**src/rtl/vedic_mac_pkg.sv**
```systemverilog
// Shared definitions for the vedic MAC stage.
// Contents: multiplier latency, terms-counter width, accumulator state
// encoding, per-result metadata struct and the saturating term-count increment.
package vedic_mac_pkg;

    localparam int MUL_LAT = 3;
    localparam int TERMS_W = 8;

    typedef enum logic [0:0] {
        IDLE  = 1'b0,
        ACCUM = 1'b1
    } mac_state_e;

    // Result metadata; the accumulator width is a module parameter, so the
    // top pairs this with a sum field of its own width to form a FIFO entry.
    typedef struct packed {
        logic [TERMS_W-1:0] terms;
        logic               ovf;
    } mac_meta_t;

    function automatic logic [TERMS_W-1:0] terms_sat_inc(input logic [TERMS_W-1:0] t);
        logic [TERMS_W-1:0] r;
        if (t == {TERMS_W{1'b1}}) begin
            r = t;
        end else begin
            r = t + TERMS_W'(1);
        end
        return r;
    endfunction

endpackage

```
**src/rtl/vedic_mac_16bit_if.sv**
```systemverilog
// Beat input / result output bundle of the vedic MAC stage.
// master: producer/consumer side (drives beats and out_ready).
// slave : the MAC (drives in_ready, results and err_orphan).
interface vedic_mac_16bit_if #(parameter int ACC_W = 40);
    import vedic_mac_pkg::*;

    logic               in_valid;
    logic               in_ready;
    logic               in_first;
    logic               in_last;
    logic [15:0]        in_a;
    logic [15:0]        in_b;
    logic               out_valid;
    logic               out_ready;
    logic [ACC_W-1:0]   out_sum;
    logic [TERMS_W-1:0] out_terms;
    logic               out_ovf;
    logic               err_orphan;

    modport master (
        output in_valid, in_first, in_last, in_a, in_b, out_ready,
        input  in_ready, out_valid, out_sum, out_terms, out_ovf, err_orphan
    );

    modport slave (
        input  in_valid, in_first, in_last, in_a, in_b, out_ready,
        output in_ready, out_valid, out_sum, out_terms, out_ovf, err_orphan
    );
endinterface

```
**src/rtl/mac_result_fifo.sv**
```systemverilog
// Synchronous FIFO with occupancy count. Pop on empty is ignored; pushing
// while full is prevented by the caller's credit scheme.
// Ports: clk, rst_n (async active-low); push/din; pop; dout (head); count.
module mac_result_fifo #(
    parameter  int W     = 8,
    parameter  int DEPTH = 4,
    localparam int PTR_W = $clog2(DEPTH),
    localparam int CNT_W = $clog2(DEPTH + 1)
) (
    input  logic             clk,
    input  logic             rst_n,
    input  logic             push,
    input  logic [W-1:0]     din,
    input  logic             pop,
    output logic [W-1:0]     dout,
    output logic [CNT_W-1:0] count
);
    logic [W-1:0]     mem_r [DEPTH];
    logic [PTR_W-1:0] wr_ptr_r, rd_ptr_r;
    logic [CNT_W-1:0] count_r;
    logic             do_pop_s;

    function automatic logic [PTR_W-1:0] ptr_inc(input logic [PTR_W-1:0] p);
        logic [PTR_W-1:0] r;
        if (p == PTR_W'(DEPTH - 1)) begin
            r = {PTR_W{1'b0}};
        end else begin
            r = p + PTR_W'(1);
        end
        return r;
    endfunction

    // Qualify pop with non-empty.
    always_comb begin
        do_pop_s = pop && (count_r != {CNT_W{1'b0}});
    end

    // Storage, pointers and occupancy.
    always_ff @(posedge clk or negedge rst_n) begin
        if (!rst_n) begin
            wr_ptr_r <= {PTR_W{1'b0}};
            rd_ptr_r <= {PTR_W{1'b0}};
            count_r  <= {CNT_W{1'b0}};
            for (int i = 0; i < DEPTH; i++) begin
                mem_r[i] <= {W{1'b0}};
            end
        end else begin
            if (push) begin
                mem_r[wr_ptr_r] <= din;
                wr_ptr_r        <= ptr_inc(wr_ptr_r);
            end
            if (do_pop_s) begin
                rd_ptr_r <= ptr_inc(rd_ptr_r);
            end
            case ({push, do_pop_s})
                2'b10:   count_r <= count_r + CNT_W'(1);
                2'b01:   count_r <= count_r - CNT_W'(1);
                default: count_r <= count_r;
            endcase
        end
    end

    assign dout  = mem_r[rd_ptr_r];
    assign count = count_r;
endmodule

```
**src/rtl/simple_vedic_16bit.sv**
```systemverilog
// 3-stage pipelined 16x16 unsigned multiplier built from four 8x8 vedic
// partial products. Datapath only, no reset.
// Ports: clk; a, b (16-bit operands); s (32-bit product, 3 edges after a/b).
module simple_vedic_16bit (
    input  logic        clk,
    input  logic [15:0] a,
    input  logic [15:0] b,
    output logic [31:0] s
);
    logic [15:0] pp_ll_r, pp_lh_r, pp_hl_r, pp_hh_r;
    logic [15:0] lo_r, hi_r;
    logic [16:0] mid_r;

    // Stage 1: four 8x8 partial products.
    always_ff @(posedge clk) begin
        pp_ll_r <= {8'd0, a[7:0]}  * {8'd0, b[7:0]};
        pp_lh_r <= {8'd0, a[7:0]}  * {8'd0, b[15:8]};
        pp_hl_r <= {8'd0, a[15:8]} * {8'd0, b[7:0]};
        pp_hh_r <= {8'd0, a[15:8]} * {8'd0, b[15:8]};
    end

    // Stage 2: fold the two cross terms.
    always_ff @(posedge clk) begin
        mid_r <= {1'b0, pp_lh_r} + {1'b0, pp_hl_r};
        lo_r  <= pp_ll_r;
        hi_r  <= pp_hh_r;
    end

    // Stage 3: combine outer terms with the cross sum shifted by 8.
    always_ff @(posedge clk) begin
        s <= {hi_r, lo_r} + {7'd0, mid_r, 8'd0};
    end
endmodule

```
**src/rtl/vedic_mac_16bit.sv**
```systemverilog
// Streaming dot-product stage: multiplies accepted digit pairs, accumulates
// products between first/last markers and queues each completed sum.
// Ports: clk, rst_n (async active-low); bus (slave): beat input with
// in_valid/in_ready/in_first/in_last/in_a/in_b, result output with
// out_valid/out_ready/out_sum/out_terms/out_ovf, and err_orphan pulse.
module vedic_mac_16bit
    import vedic_mac_pkg::*;
#(
    parameter int ACC_W     = 40,
    parameter int OUT_DEPTH = 4
) (
    input logic               clk,
    input logic               rst_n,
    vedic_mac_16bit_if.slave  bus
);
    localparam int CNT_W  = $clog2(OUT_DEPTH + 1);
    localparam int LIF_W  = $clog2(MUL_LAT + 2);
    localparam int CRED_W = $clog2(OUT_DEPTH + MUL_LAT + 2);

    typedef struct packed {
        logic [ACC_W-1:0] sum;
        mac_meta_t        meta;
    } entry_t;

    // Index 0 is the operand register; index MUL_LAT lines up with prod_s.
    logic [MUL_LAT:0]   v_r, f_r, l_r;
    logic [15:0]        a_r, b_r;
    logic [31:0]        prod_s;
    mac_state_e         state_r;
    logic [ACC_W-1:0]   acc_r;
    logic [TERMS_W-1:0] terms_r;
    logic               ovf_r;
    logic               err_orphan_r;
    logic [LIF_W-1:0]   lif_r;
    logic [CNT_W-1:0]   fifo_count_s;
    entry_t             head_s, entry_s;

    logic               accept_s, push_s, restart_s, orphan_s;
    logic [ACC_W:0]     add_s;
    logic [ACC_W-1:0]   sum_n_s;
    logic [TERMS_W-1:0] terms_n_s;
    logic               ovf_n_s;
    logic [CRED_W-1:0]  credit_s;

    // Operand register feeding the multiplier; flags gate its use.
    always_ff @(posedge clk) begin
        a_r <= bus.in_a;
        b_r <= bus.in_b;
    end

    simple_vedic_16bit u_mul (
        .clk (clk),
        .a   (a_r),
        .b   (b_r),
        .s   (prod_s)
    );

    // Flag pipeline running alongside the multiplier.
    always_ff @(posedge clk or negedge rst_n) begin
        if (!rst_n) begin
            v_r <= {(MUL_LAT+1){1'b0}};
            f_r <= {(MUL_LAT+1){1'b0}};
            l_r <= {(MUL_LAT+1){1'b0}};
        end else begin
            v_r <= {v_r[MUL_LAT-1:0], accept_s};
            f_r <= {f_r[MUL_LAT-1:0], bus.in_first};
            l_r <= {l_r[MUL_LAT-1:0], bus.in_last};
        end
    end

    // Next accumulator values for the beat whose product is on prod_s.
    always_comb begin
        accept_s  = bus.in_valid && bus.in_ready;
        push_s    = v_r[MUL_LAT] && l_r[MUL_LAT];
        // A non-first beat with no open sum starts one anyway.
        restart_s = f_r[MUL_LAT] || (state_r == IDLE);
        if (v_r[MUL_LAT]) begin
            orphan_s = f_r[MUL_LAT] ? (state_r == ACCUM) : (state_r == IDLE);
        end else begin
            orphan_s = 1'b0;
        end
        add_s = {1'b0, acc_r} + {1'b0, ACC_W'(prod_s)};
        if (restart_s) begin
            sum_n_s   = ACC_W'(prod_s);
            terms_n_s = TERMS_W'(1);
            ovf_n_s   = 1'b0;
        end else begin
            sum_n_s   = add_s[ACC_W-1:0];
            terms_n_s = terms_sat_inc(terms_r);
            ovf_n_s   = ovf_r | add_s[ACC_W];
        end
        entry_s.sum        = sum_n_s;
        entry_s.meta.terms = terms_n_s;
        entry_s.meta.ovf   = ovf_n_s;
    end

    // Accumulator state machine and orphan pulse.
    always_ff @(posedge clk or negedge rst_n) begin
        if (!rst_n) begin
            state_r      <= IDLE;
            acc_r        <= {ACC_W{1'b0}};
            terms_r      <= {TERMS_W{1'b0}};
            ovf_r        <= 1'b0;
            err_orphan_r <= 1'b0;
        end else begin
            err_orphan_r <= orphan_s;
            if (v_r[MUL_LAT]) begin
                if (l_r[MUL_LAT]) begin
                    state_r <= IDLE;
                    acc_r   <= {ACC_W{1'b0}};
                    terms_r <= {TERMS_W{1'b0}};
                    ovf_r   <= 1'b0;
                end else begin
                    state_r <= ACCUM;
                    acc_r   <= sum_n_s;
                    terms_r <= terms_n_s;
                    ovf_r   <= ovf_n_s;
                end
            end else begin
                state_r <= state_r;
            end
        end
    end

    // Last beats accepted but not yet written to the FIFO: each holds a
    // reserved FIFO slot because the multiplier pipeline cannot stall.
    always_ff @(posedge clk or negedge rst_n) begin
        if (!rst_n) begin
            lif_r <= {LIF_W{1'b0}};
        end else begin
            case ({accept_s && bus.in_last, push_s})
                2'b10:   lif_r <= lif_r + LIF_W'(1);
                2'b01:   lif_r <= lif_r - LIF_W'(1);
                default: lif_r <= lif_r;
            endcase
        end
    end

    mac_result_fifo #(.W($bits(entry_t)), .DEPTH(OUT_DEPTH)) u_fifo (
        .clk   (clk),
        .rst_n (rst_n),
        .push  (push_s),
        .din   (entry_s),
        .pop   (bus.out_ready),
        .dout  (head_s),
        .count (fifo_count_s)
    );

    assign credit_s       = CRED_W'(fifo_count_s) + CRED_W'(lif_r);
    assign bus.in_ready   = credit_s < CRED_W'(OUT_DEPTH);
    assign bus.out_valid  = fifo_count_s != {CNT_W{1'b0}};
    assign bus.out_sum    = head_s.sum;
    assign bus.out_terms  = head_s.meta.terms;
    assign bus.out_ovf    = head_s.meta.ovf;
    assign bus.err_orphan = err_orphan_r;
endmodule

```
**src/flat_wrapper.sv**
```systemverilog
// flat-port wrapper written by rule: the top's interface ports become plain ports
module vedic_mac_16bit_flat import vedic_mac_pkg::*;
#(
    parameter int ACC_W     = 40,
    parameter int OUT_DEPTH = 4
)
  (clk, rst_n, bus_in_valid, bus_in_first, bus_in_last, bus_in_a, bus_in_b, bus_out_ready, bus_in_ready, bus_out_valid, bus_out_sum, bus_out_terms, bus_out_ovf, bus_err_orphan);
  vedic_mac_16bit_if #(.ACC_W(ACC_W)) bus_i ();
  input logic clk;
  input logic rst_n;
  input wire logic [$bits(bus_i.in_valid)-1:0] bus_in_valid;
  input wire logic [$bits(bus_i.in_first)-1:0] bus_in_first;
  input wire logic [$bits(bus_i.in_last)-1:0] bus_in_last;
  input wire logic [$bits(bus_i.in_a)-1:0] bus_in_a;
  input wire logic [$bits(bus_i.in_b)-1:0] bus_in_b;
  input wire logic [$bits(bus_i.out_ready)-1:0] bus_out_ready;
  output wire logic [$bits(bus_i.in_ready)-1:0] bus_in_ready;
  output wire logic [$bits(bus_i.out_valid)-1:0] bus_out_valid;
  output wire logic [$bits(bus_i.out_sum)-1:0] bus_out_sum;
  output wire logic [$bits(bus_i.out_terms)-1:0] bus_out_terms;
  output wire logic [$bits(bus_i.out_ovf)-1:0] bus_out_ovf;
  output wire logic [$bits(bus_i.err_orphan)-1:0] bus_err_orphan;
  assign bus_i.in_valid = bus_in_valid;
  assign bus_i.in_first = bus_in_first;
  assign bus_i.in_last = bus_in_last;
  assign bus_i.in_a = bus_in_a;
  assign bus_i.in_b = bus_in_b;
  assign bus_i.out_ready = bus_out_ready;
  assign bus_in_ready = bus_i.in_ready;
  assign bus_out_valid = bus_i.out_valid;
  assign bus_out_sum = bus_i.out_sum;
  assign bus_out_terms = bus_i.out_terms;
  assign bus_out_ovf = bus_i.out_ovf;
  assign bus_err_orphan = bus_i.err_orphan;
  vedic_mac_16bit #(.ACC_W(ACC_W), .OUT_DEPTH(OUT_DEPTH)) u_core (.clk(clk), .rst_n(rst_n), .bus(bus_i));
endmodule
```
**config.mk**
```make
export PLATFORM = sky130hd
export DESIGN_NAME = vedic_mac_16bit_flat
export DESIGN_NICKNAME = d
export VERILOG_FILES = /design/src/rtl/vedic_mac_pkg.sv /design/src/rtl/vedic_mac_16bit_if.sv /design/src/rtl/mac_result_fifo.sv /design/src/rtl/simple_vedic_16bit.sv /design/src/rtl/vedic_mac_16bit.sv /design/src/flat_wrapper.sv
export SDC_FILE = /design/constraint.sdc
export NUM_CORES = 1
export LEC_CHECK = 0
export CORE_MARGIN = 4
export CORE_UTILIZATION = 54
export CTS_CLUSTER_DIAMETER = 120
export DETAILED_ROUTE_END_ITERATION = 7
export GPL_TIMING_DRIVEN = 0
export PLACE_DENSITY = 0.8
export SYNTH_ARGS = -nofsm -noshare
export SYNTH_HDL_FRONTEND = slang
export SYNTH_HIERARCHICAL = 1
export SYNTH_SLANG_ARGS = --single-unit
```
**constraint.sdc**
```tcl
create_clock -name clk -period 5.4 [get_ports clk]
set_input_delay 1.08 -clock clk [delete_from_list [all_inputs] [get_ports clk]]
set_output_delay 1.08 -clock clk [all_outputs]
set_load 0.02 [all_outputs]
```
**Run 1: sizing map**

The bar under the picture is 50 µm long.
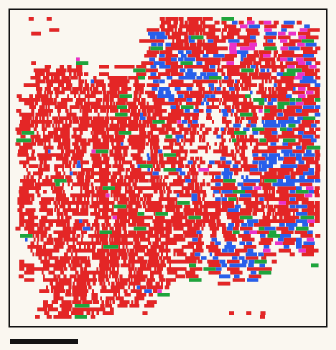
legend:
  red:
    size: drive 1 or less
    cells: 2183
    share: 84%
    most_used: dfrtp_1
  green:
    size: drive 6 and up
    cells: 79
    share: 3.0%
    most_used: clkbuf_16
  blue:
    size: drive 2
    cells: 296
    share: 11%
    most_used: mux2_2
  magenta:
    size: drive 3 to 4
    cells: 48
    share: 1.8%
    most_used: mux2_4
area grow syn2layout: 12.6%
Setup WS post-layout: 176 ps

**Run 1: cell placement**

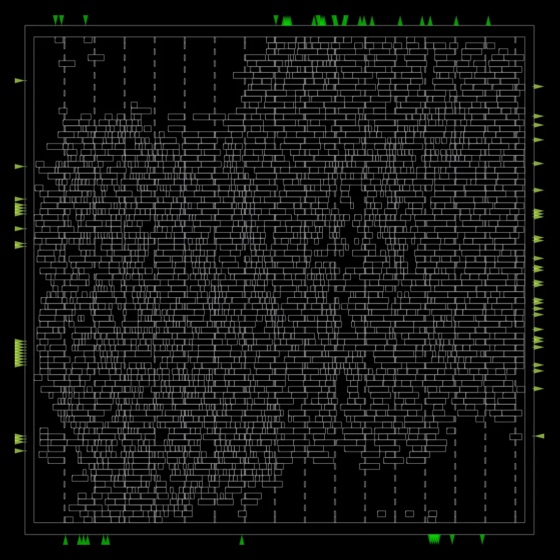
fill cell count: 3903
final cell count without fillers: 3278
total core area: 50300 µm²
flop share of the area: 0.332

==> impl_metrics.tcl, run 1 <==
# implementation run metrics
set metrics [dict create \
    status "finished clean" \
    clkCellAreaFrac 0.0536 \
    max_freq_mhz 191 \
    edf_count 0 \
    comb_share 0.513 \
    via_per_inst 5.64 \
    pwr-share-seq 0.300 \
    drive_above_1_share 0.162 \
    cp_data_required_time_ps 5870 \
    synth_stat.cells 2425 \
    cts_resized 2 \
    n_all_buffers 185 \
    slew_headroom 0.448 \
    p_clk_frac 0.199 \
    cts_sinks 446 \
    crit_fanout 10 \
    power_density_nw_per_um2 544 \
    end_kind "flop" \
    pg_seq_uw 5050 \
    largestClassByArea "combinational gates" \
    aoi_share 0.0850 \
    mux_area_frac 0.138 \
    yosys-top-cells-area "dfrtp_1 (24%), dfxtp_1 (13%), fa_1 (11%)" \
    r2r_setup_slack_ps 180 \
    nNonClkInverters 238 \
    hold_path_startpoint "u_core/u_mul/pp_ll_r[3]" \
    skew_ps 24.3 \
    layout.nets 2973 \
    power_uw 16800 \
    logic_area_um2 15900 \
    ios 90 \
    post_cts_buffers 0 \
    netlist.area_leader.share 0.245 \
    dr.first_iter.drc_count 1275 \
    numCtsBuffers 48 \
    crit_path_start "u_core/b_r[6]" \
    worst_slew_pin_slew_ps 828 \
    cts_htree_levels 2 \
    hold_depth 0 \
    die_area_um2 54600 \
    holdBufCountCts 0 \
    finalSetupTns_ps 0 \
    die_w_um 234 \
    reg2regPathDepth 15 \
    port_buffers 89 \
    async_reset_ff_frac 0.603 \
    nMultiInputCombCells 1647 \
    path_class "flop to flop" \
    die_h_um 234 \
    cts_buffer_depth 3 \
    grt_pass1_vias 19662 \
    regArea_um2 10300 \
    largest_register_ffs 196 \
    synth_cell_types 82 \
    endpoint "u_core/u_mul/pp_ll_r[12]" \
    ys_seq_share 0.373 \
    peakVddDrop_uv 304 \
    numSynthFlops 446 \
    buf_share 0.0455 \
    rows 82 \
    fin_util 0.616 \
    flop_cell "dfrtp_1" \
    grt_pass1_wl_mm 101 \
    clock_buffers 69 \
    drt-pass1-iter-count 5 \
    wire_per_inst_um 18.8 \
    simple_gate_share 0.107 \
    gp_congestion 0.922 \
    cts-root-buf "clkbuf_16" \
    dpl.hpwl_mm 46.4 \
    maxCapViolations 0 \
    logic_family "adder cells" \
    powerClk_uw 3350 \
    mostFrequentLayoutCells "dfrtp_1 (269), inv_1 (237), and2_1 (222)" \
    p_switching_uw 6550 \
    ys_chip_area_um2 27500 \
    place_inst 3188 \
    layout_top_cell "dfrtp_1" \
    finalSetupViolCount 0 \
    power_leader "combinational cells" \
    hold_end "u_core/u_mul/lo_r[3]" \
    r2r_start "u_core/b_r[6]" \
    fin_crit_sh 0.967 \
    switching_share 0.389 \
    synth_top_cell_by_area "dfrtp_1" \
    clk_pin_slew_ps 60 \
    fp-utilization 0.547 \
    start_kind "flop" \
    nWellTaps 672 \
    antenna_left 0 \
    hold_violations 0 \
    synth_area_um2 27500 \
    fin_crit_ps 5220 \
    xor_share 0.0391 \
    drc_errors 0 \
    grt_setup_unrepaired "false" \
    intPower_uw 10300 \
    fp_nets 2832 \
    top_regs "u_core/u_fifo/mem_r: 196 flops, u_core/acc_r: 40 flops, u_core/u_mul/s: 32 flops" \
    synth_area_per_cell_um2 11.3 \
    powerComb_uw 8440 \
    leakage_uw 0.0147 \
    reg2reg_to "u_core/u_mul/pp_ll_r[12]" \
    antenna_found_initial 1 \
    p_comb_frac 0.501 \
    maxSlewViolCount 0 \
    antennaDiodeCount 0 \
    regMostFlops "u_core/u_fifo/mem_r" \
    grt_use_total 0.231 \
    cts_tree "yes" \
    grt_max_degree 101 \
    critPathArrivalTime_ps 5690 \
    worstSkewPairLatency_ps 600 \
    ys_warn_count 6 \
    flop-count 446 \
    grt_overflow 0 \
    warnings 31 \
    syn_inst 2425 \
    hp-class "flop to flop" \
    adder_share 0.208 \
]
**Run 1: met4 routing**

Supply wires on this layer in grey. Cells faint in the background.
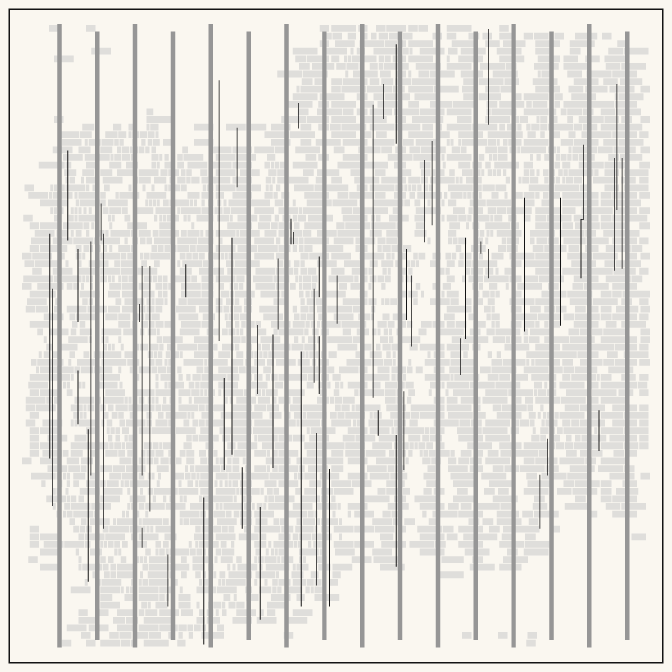
main direction: vertical
share of all routed wire: 3.6%
longest straight run: 105 µm
Via Count: 18486
final wirelength: 61.7 mm

**Run 1: M3 wires**

The bar under the picture is 50 µm long.
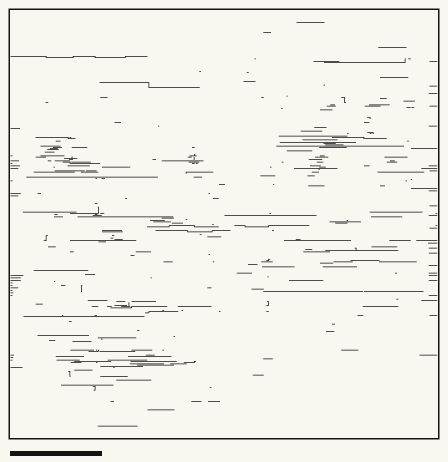
wire length on this layer: 2850 µm
nets with wire on the layer: 194
longest straight run: 71.8 µm
main direction: horizontal
GR Layer Usage met3: 0.0340

-- run 1: logic make-up (layout without fill, tap and decap cells) --
| logic type | after synthesis | in the layout |
|---|---|---|
| muxes | 275 | 275 |
| and+or+nand+nor | 538 | 538 |
| adders and majority gates | 369 | 369 |
| AOI/OAI and AO/OA | 342 | 342 |
| buffers and inverters | 332 | 513 |
| xor gates and xnor gates | 123 | 123 |
| DFF | 446 | 446 |
-- run 1: synth_stat cells (11+ instances only) --
library cell / number
a21o_1: 26
a211oi_1: 18
nor2_1: 53
dfxtp_1: 177
buf_2: 25
nor3_1: 15
o21ai_0: 59
nand4_1: 13
nand3_1: 34
xnor2_1: 77
a21oi_1: 85
mux2_2: 181
and2_1: 222
nor2b_1: 19
ha_1: 220
nand2b_1: 11
o21a_1: 18
dfrtp_1: 269
inv_1: 237
mux4_2: 49
o211ai_1: 14
xor2_1: 46
a22o_1: 38
fa_1: 149
nand2_1: 112
clkbuf_1: 55
mux2_4: 40
-- run 1: per-layer routing --
metal  global-route usage  vias up  share of wire
met1                0.286     9286           0.41
met3               0.0340      130          0.046
met4               0.0839        0          0.035
li1                     -     8599              -
met5                    0        -              0
met2                0.411      471           0.51
-- run 1: critical path, cell delays in order (launching register included) --
cell and delay [ps]:
dfxtp_1 500, clkbuf_1 500, nand2_1 170, fa_1 550, fa_1 560, inv_1 60, fa_1 530, inv_1 50
fa_1 520, inv_1 40, ha_1 350, o21a_1 150, a2111oi_2 590, o31ai_1 140, a21oi_1 200, xnor2_1 190
-- run 1: metrics by stage --
step	worst slack [ps]	hold slack (ps)	cell area, µm²
2_1_floorplan	902	310	27500
3_3_place_gp	-7580	311	29200
3_5_place_dp	-273	312	29300
4_1_cts	97.7	322	31000
5_1_grt	3.99	332	31000
6_report	176	318	31000
==> inputs of run 2 (changes only) <==
- CAP_MARGIN: not set -> 20
==> run 2 against run 1 <==
  * Global-route usage did not move
  * Synthesized area did not move
  * Core utilization did not move
  * Synthesized cell count did not move
  * Worst setup slack did not move
  * Via count did not move
  * Register-to-register slack barely moved
  * Critical path type unchanged
  * Highest routed layer unchanged
==> impl_metrics.tcl, run 2 <==
# implementation run metrics
set metrics [dict create \
    numCtsBuffers 48 \
    r2r_start "u_core/b_r[6]" \
    ys_chip_area_um2 27500 \
    reg2reg_to "u_core/u_mul/pp_ll_r[12]" \
    warnings 31 \
    rows 82 \
    antenna_left 0 \
    antenna_found_initial 1 \
    peakVddDrop_uv 304 \
    fin_crit_ps 5220 \
    worst_slew_pin_slew_ps 828 \
    dr.first_iter.drc_count 1275 \
    power_uw 16800 \
    fin_cells 3278 \
    dpl.hpwl_mm 46.4 \
    yosys-top-cells-area "dfrtp_1 (24%), dfxtp_1 (13%), fa_1 (11%)" \
    die_h_um 234 \
    fin_crit_sh 0.967 \
    place_inst 3188 \
    start_kind "flop" \
    critPathArrivalTime_ps 5690 \
    ios 90 \
    synth_area_um2 27500 \
    hp-class "flop to flop" \
    crit_fanout 10 \
    gp_congestion 0.922 \
    synth_cell_types 82 \
    holdBufCountCts 0 \
    fin_area_um2 31000 \
    port_buffers 89 \
    power_density_nw_per_um2 544 \
    yosysMostFrequentCell "dfrtp_1" \
    fin_util 0.616 \
    post_cts_buffers 0 \
    cts_htree_levels 2 \
    grt_pass1_vias 19662 \
    netlist.area_leader.share 0.245 \
    layout.nets 2973 \
    skew_ps 24.3 \
    edf_count 0 \
    crit_path_start "u_core/b_r[6]" \
    endpoint "u_core/u_mul/pp_ll_r[12]" \
    end_kind "flop" \
    fp_nets 2832 \
    hold_path_startpoint "u_core/u_mul/pp_ll_r[3]" \
    worstSkewPairLatency_ps 600 \
    die_area_um2 54600 \
    synthTopCellsByCount "dfrtp_1 (269), inv_1 (237), and2_1 (222), ha_1 (220), mux2_2 (181)" \
    hold_depth 0 \
    clk_pin_slew_ps 60 \
    drt-pass1-iter-count 5 \
    hold_end "u_core/u_mul/lo_r[3]" \
    syn2layout_area_growth_pct 12.6 \
    hold_violations 0 \
    regMostFlops "u_core/u_fifo/mem_r" \
    grt_pass1_wl_mm 101 \
    via_count 18486 \
    grt_setup_unrepaired "false" \
    synth_area_per_cell_um2 11.3 \
    top_regs "u_core/u_fifo/mem_r: 196 flops, u_core/acc_r: 40 flops, u_core/u_mul/s: 32 flops" \
    finalSetupViolCount 0 \
    drc_errors 0 \
    cp_data_required_time_ps 5870 \
    cts-root-buf "clkbuf_16" \
    r2r_setup_slack_ps 180 \
    flop_cell "dfrtp_1" \
    synth_stat.cells 2425 \
    status "finished clean" \
    largest_register_ffs 196 \
    cts_sinks 446 \
    die_w_um 234 \
    max_freq_mhz 191 \
    grt_max_degree 101 \
    worst_hold_slack_ps 318 \
    ys_seq_share 0.373 \
    slew_headroom 0.448 \
    ys_warn_count 6 \
    dpl-instance-area_um2 29300 \
    antennaDiodeCount 0 \
    async_reset_ff_frac 0.603 \
    syn_inst 2425 \
    cts_buffer_depth 3 \
    cts_tree "yes" \
    core_area_um2 50300 \
    maxSlewViolCount 0 \
    path_class "flop to flop" \
    grt_overflow 0 \
    via_per_inst 5.64 \
    reg2regPathDepth 15 \
    fp-utilization 0.547 \
    synth_top_cell_by_area "dfrtp_1" \
    layout_top_cell "dfrtp_1" \
    drive_above_1_share 0.162 \
    maxCapViolations 0 \
    mostFrequentLayoutCells "dfrtp_1 (269), inv_1 (237), and2_1 (222)" \
    routed_wl_mm 61.7 \
    numSynthFlops 446 \
    leakage_uw 0.0147 \
]
==> run 2: cell counts after synthesis <==
No cell type changed its count.
==> run 2: layout make-up <==
class                      count  area, µm²
multi-input combinational   1647      15900
inverter                     238        893
clock inverter                21        258
tap                          672        841
clock buffer                  69       1400
buffer                        94        458
sequential                   446      10300
timing repair buffer          91        951
fill                        3903      19300
==> run 2: kinds of logic after synthesis <==
group / after synthesis / share of synthesized area
and+or+nand+nor: 538 / 0.107
DFF: 446 / 0.373
adders and majority gates: 369 / 0.208
AOI/OAI and AO/OA: 342 / 0.0850
buffers and inverters: 332 / 0.0491
muxes: 275 / 0.138
xor gates and xnor gates: 123 / 0.0391
==> run 2: worst max-delay path, stage by stage (launching register included) <==
cell       delay (ps)
dfxtp_1           500
clkbuf_1          500
nand2_1           170
fa_1              550
fa_1              560
inv_1              60
fa_1              530
inv_1              50
fa_1              520
inv_1              40
ha_1              350
o21a_1            150
a2111oi_2         590
o31ai_1           140
a21oi_1           200
xnor2_1           190
==> run 2: stage by stage <==
step / setup slack (ps) / setup TNS [ps]
after floorplan: 902 / 0
after global placement: -7580 / -2029450
after detailed placement: -273 / -485
after CTS: 97.7 / 0
after global routing: 3.99 / 0
final: 176 / 0
==> run 2: repair_timing <==
item	4_1_cts	5_1_grt
pin swaps	0	0
endpoints found under the setup margin	3	2
gates cloned	0	0
resized	2	2
==> run 2: where the power goes <==
group	switching (µW)	internal [µW]
Clock	1380	1970
Combinational	4590	3850
Sequential	584	4460
Total	6550	10300
==> run 2: metal layers <==
| metal | up-vias | global-route usage | wire, µm |
|---|---|---|---|
| li1 | 8599 | - | - |
| met1 | 9286 | 0.286 | 25300 |
| met2 | 471 | 0.411 | 31300 |
| met3 | 130 | 0.0340 | 2850 |
| met4 | 0 | 0.0839 | 2190 |
| met5 | - | 0 | 0 |
**Run 2: met4 routing**

Supply wires on this layer in grey. Cells faint in the background.
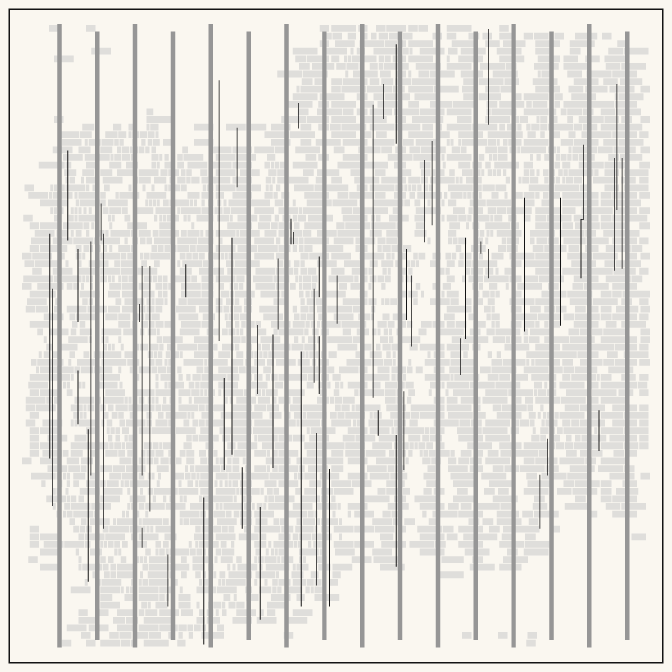
share of all routed wire: 3.6%
longest straight run: 105 µm
main direction: vertical

**Run 2: routed metal, one colour a layer**

The bar under the picture is 50 µm long.
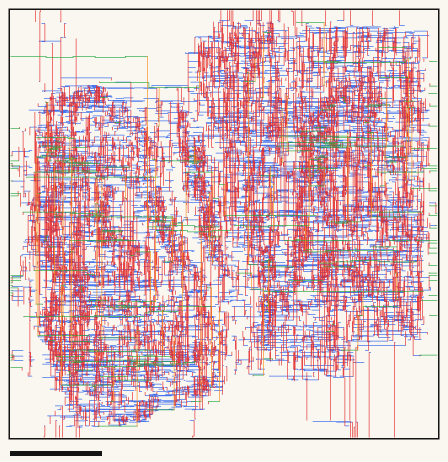
legend:
  red:
    layer: met2
    wire_length: 31.3 mm
  blue:
    layer: met1
    wire_length: 25.3 mm
  orange:
    layer: met4
    wire_length: 2190 µm
  green:
    layer: met3
    wire_length: 2850 µm
GRT Overall Usage: 0.231
WL per Instance: 18.8 µm

==> inputs of run 3 (changes only) <==
- GPL_ROUTABILITY_DRIVEN: not set -> 0
- HOLD_SLACK_MARGIN: not set -> 0.08
==> run 3 against run 2 <==
  * Hold slack gained 2.5 ps
  * Global-route usage shrank 0.13 points
  * Routed wire length shrank 1.1%
  * Power shrank 0.32%
  * Clock skew grew 1.7 ps
  * Critical endpoint is now u_core/u_mul/pp_hh_r[14]
  * Highest routed layer unchanged
==> impl_metrics.tcl, run 3 <==
# implementation run metrics
set metrics [dict create \
    logic_area_um2 15900 \
    dpl.hpwl_mm 45.3 \
    antenna_found_initial 0 \
    finalSetupTns_ps 0 \
    finalSetupViolCount 0 \
    grt_pass1_vias 19935 \
    switching_share 0.387 \
    die_w_um 234 \
    cts_tree "yes" \
    mostFrequentLayoutCells "dfrtp_1 (269), inv_1 (237), and2_1 (222)" \
    pre_cts_slack_ps -42.0 \
    cp_data_required_time_ps 5890 \
    cts_buffer_depth 3 \
    grt_setup_unrepaired "false" \
    top_regs "u_core/u_fifo/mem_r: 196 flops, u_core/acc_r: 40 flops, u_core/u_mul/s: 32 flops" \
    synth_stat.cells 2425 \
    rows 82 \
    worst_slew_pin_slew_ps 845 \
    layout_top_cell "dfrtp_1" \
    synth_area_um2 27500 \
    leakage_uw 0.0147 \
    syn_inst 2425 \
    timing.final.ws_setup_ps 284 \
    regArea_um2 10300 \
    fp_nets 2832 \
    max_freq_mhz 195 \
    p_switching_uw 6490 \
    crit_fanout 10 \
    ios 90 \
    numCtsBuffers 46 \
    grt_use_total 0.229 \
    pwr-share-seq 0.301 \
    grt_overflow 0 \
    hp-class "flop to flop" \
    critPathSlowestCell "dfxtp_1" \
    status "finished clean" \
    synthTopCellsByCount "dfrtp_1 (269), inv_1 (237), and2_1 (222), ha_1 (220), mux2_2 (181)" \
    maxCapViolations 0 \
    fin_crit_ps 5120 \
    cts_htree_levels 2 \
    fin_crit_sh 0.947 \
    layout.nets 2971 \
    antenna_left 0 \
    ys_warn_count 6 \
    dpl-instance-area_um2 29300 \
    die_area_um2 54600 \
    drc_errors 0 \
    hold_violations 0 \
    ys_chip_area_um2 27500 \
    grt_pass1_wl_mm 102 \
    antennaDiodeCount 0 \
    worstSkewPairLatency_ps 590 \
    p_comb_frac 0.501 \
    numSynthFlops 446 \
    drive_above_1_share 0.164 \
    yosysMostFrequentCell "dfrtp_1" \
    grt_max_degree 124 \
    start_kind "flop" \
    peakVddDrop_uv 268 \
    regMostFlops "u_core/u_fifo/mem_r" \
    critPathTopFamily "adder cells" \
    intPower_uw 10300 \
    crit_path_cell_trace "clkbuf_1 -> nand2_1 -> fa_1 -> fa_1 -> inv_1 -> fa_1 -> inv_1 -> fa_1 -> inv_1 -> ha_1 -> or2_2 -> a31oi_1 -> a21o_1 -> o2111ai_1 -> a21oi_1 -> xnor2_1" \
    ys_seq_share 0.373 \
    path_class "flop to flop" \
    synth_cell_types 82 \
    dr.first_iter.drc_count 1144 \
    port_buffers 89 \
    skew_ps 26.1 \
    warnings 33 \
    cts_sinks 446 \
    p_clk_frac 0.198 \
    yosys-top-cells-area "dfrtp_1 (24%), dfxtp_1 (13%), fa_1 (11%)" \
    maxSlewViolCount 0 \
    die_h_um 234 \
    cts-root-buf "clkbuf_16" \
    flop_cell "dfrtp_1" \
    core_area_um2 50300 \
    drt-pass1-iter-count 7 \
    fp-utilization 0.547 \
    path_buffers 4 \
    max_stage_delay_ps 590 \
    synth_area_per_cell_um2 11.3 \
    crit_top_cell "fa_1" \
    async_reset_ff_frac 0.603 \
    edf_count 0 \
    largest_register_ffs 196 \
    power_uw 16800 \
    fin_util 0.615 \
    fin_cells 3272 \
    slew_headroom 0.436 \
]
run 3: cell families after synthesis:
family | Yosys count | share of synthesized area
compound gates | 342 | 0.0850
xor+xnor | 123 | 0.0391
fa+ha+maj | 369 | 0.208
buf+inv | 332 | 0.0491
flops | 446 | 0.373
mux | 275 | 0.138
simple gates | 538 | 0.107
run 3: worst paths after layout:
kind / start / endpoint / slack [ps] / depth (start not counted)
max: u_core/b_r[13] / u_core/u_mul/pp_hh_r[14] / 280 / 16
min: u_core/u_mul/pp_ll_r[2] / u_core/u_mul/lo_r[2] / 320 / 0
max reg2reg: u_core/b_r[13] / u_core/u_mul/pp_hh_r[14] / 280 / 16
min reg2reg: u_core/u_mul/pp_ll_r[2] / u_core/u_mul/lo_r[2] / 320 / 0
max in group asynchronous: rst_n / u_core/u_fifo/mem_r[171] / 3610 / 3
min in group asynchronous: rst_n / u_core/u_fifo/mem_r[101] / 370 / 1
run 3: area by class of cell:
cell class                 count  share of cell area
multi-input combinational   1647               0.514
sequential                   446               0.332
clock buffer                  58              0.0416
timing repair buffer          91              0.0307
inverter                     238              0.0289
tap                          672              0.0272
buffer                        94              0.0150
clock inverter                26              0.0104
run 3: timing repair:
item                       in CTS  in global routing
gates resized                   1                 10
hold buffers                    0                  0
setup buffers                   0                  0
setup endpoints to repair       2                  6
run 3: routing by layer:
metal	track usage	vias to the layer above	wire, µm
met2	0.403	541	30500
met4	0.0823	0	2260
li1	-	8597	-
met1	0.288	9275	25100
met3	0.0357	147	3180
met5	0	-	0
run 3: power groups by stage:
stage               logic (µW)  clock network [µW]  registers [µW]
floorplan                 6250                   0            4860
global placement          8020                   0            5040
detailed placement        8300                   0            5090
CTS                       8400                3410            5050
global route              9310                3540            5160
finish                    8410                3320            5050
**Run 3: sizing map**

The bar under the picture is 50 µm long.
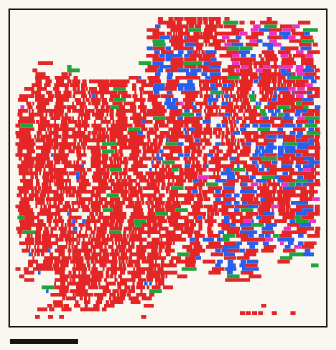
legend:
  green:
    size: drive 6 and up
    cells: 75
    share: 2.9%
    most_used: clkbuf_16
  magenta:
    size: drive 3 to 4
    cells: 46
    share: 1.8%
    most_used: mux2_4
  blue:
    size: drive 2
    cells: 305
    share: 12%
    most_used: mux2_2
  red:
    size: drive 1 or less
    cells: 2174
    share: 84%
    most_used: dfrtp_1
area grow syn2layout: 12.4%
final instance area: 30900 µm²
count of non-CTS buffers in the layout: 185

**Run 3: routed metal, one colour a layer**

The bar under the picture is 50 µm long.
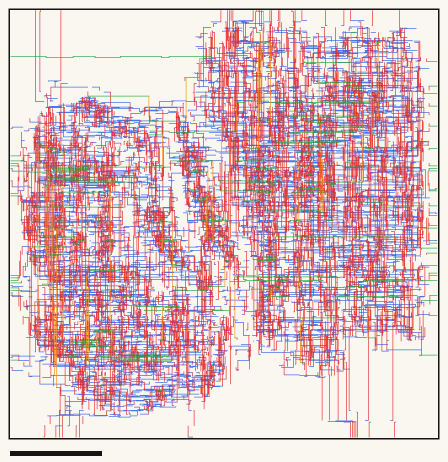
legend:
  red:
    layer: met2
    wire_length: 30.5 mm
  green:
    layer: met3
    wire_length: 3180 µm
  orange:
    layer: met4
    wire_length: 2260 µm
  blue:
    layer: met1
    wire_length: 25.1 mm
WL per Instance: 18.6 µm
Via Count: 18560
final wirelength: 61.0 mm

No activity file was given, so power comes from the tool's default toggle rates.
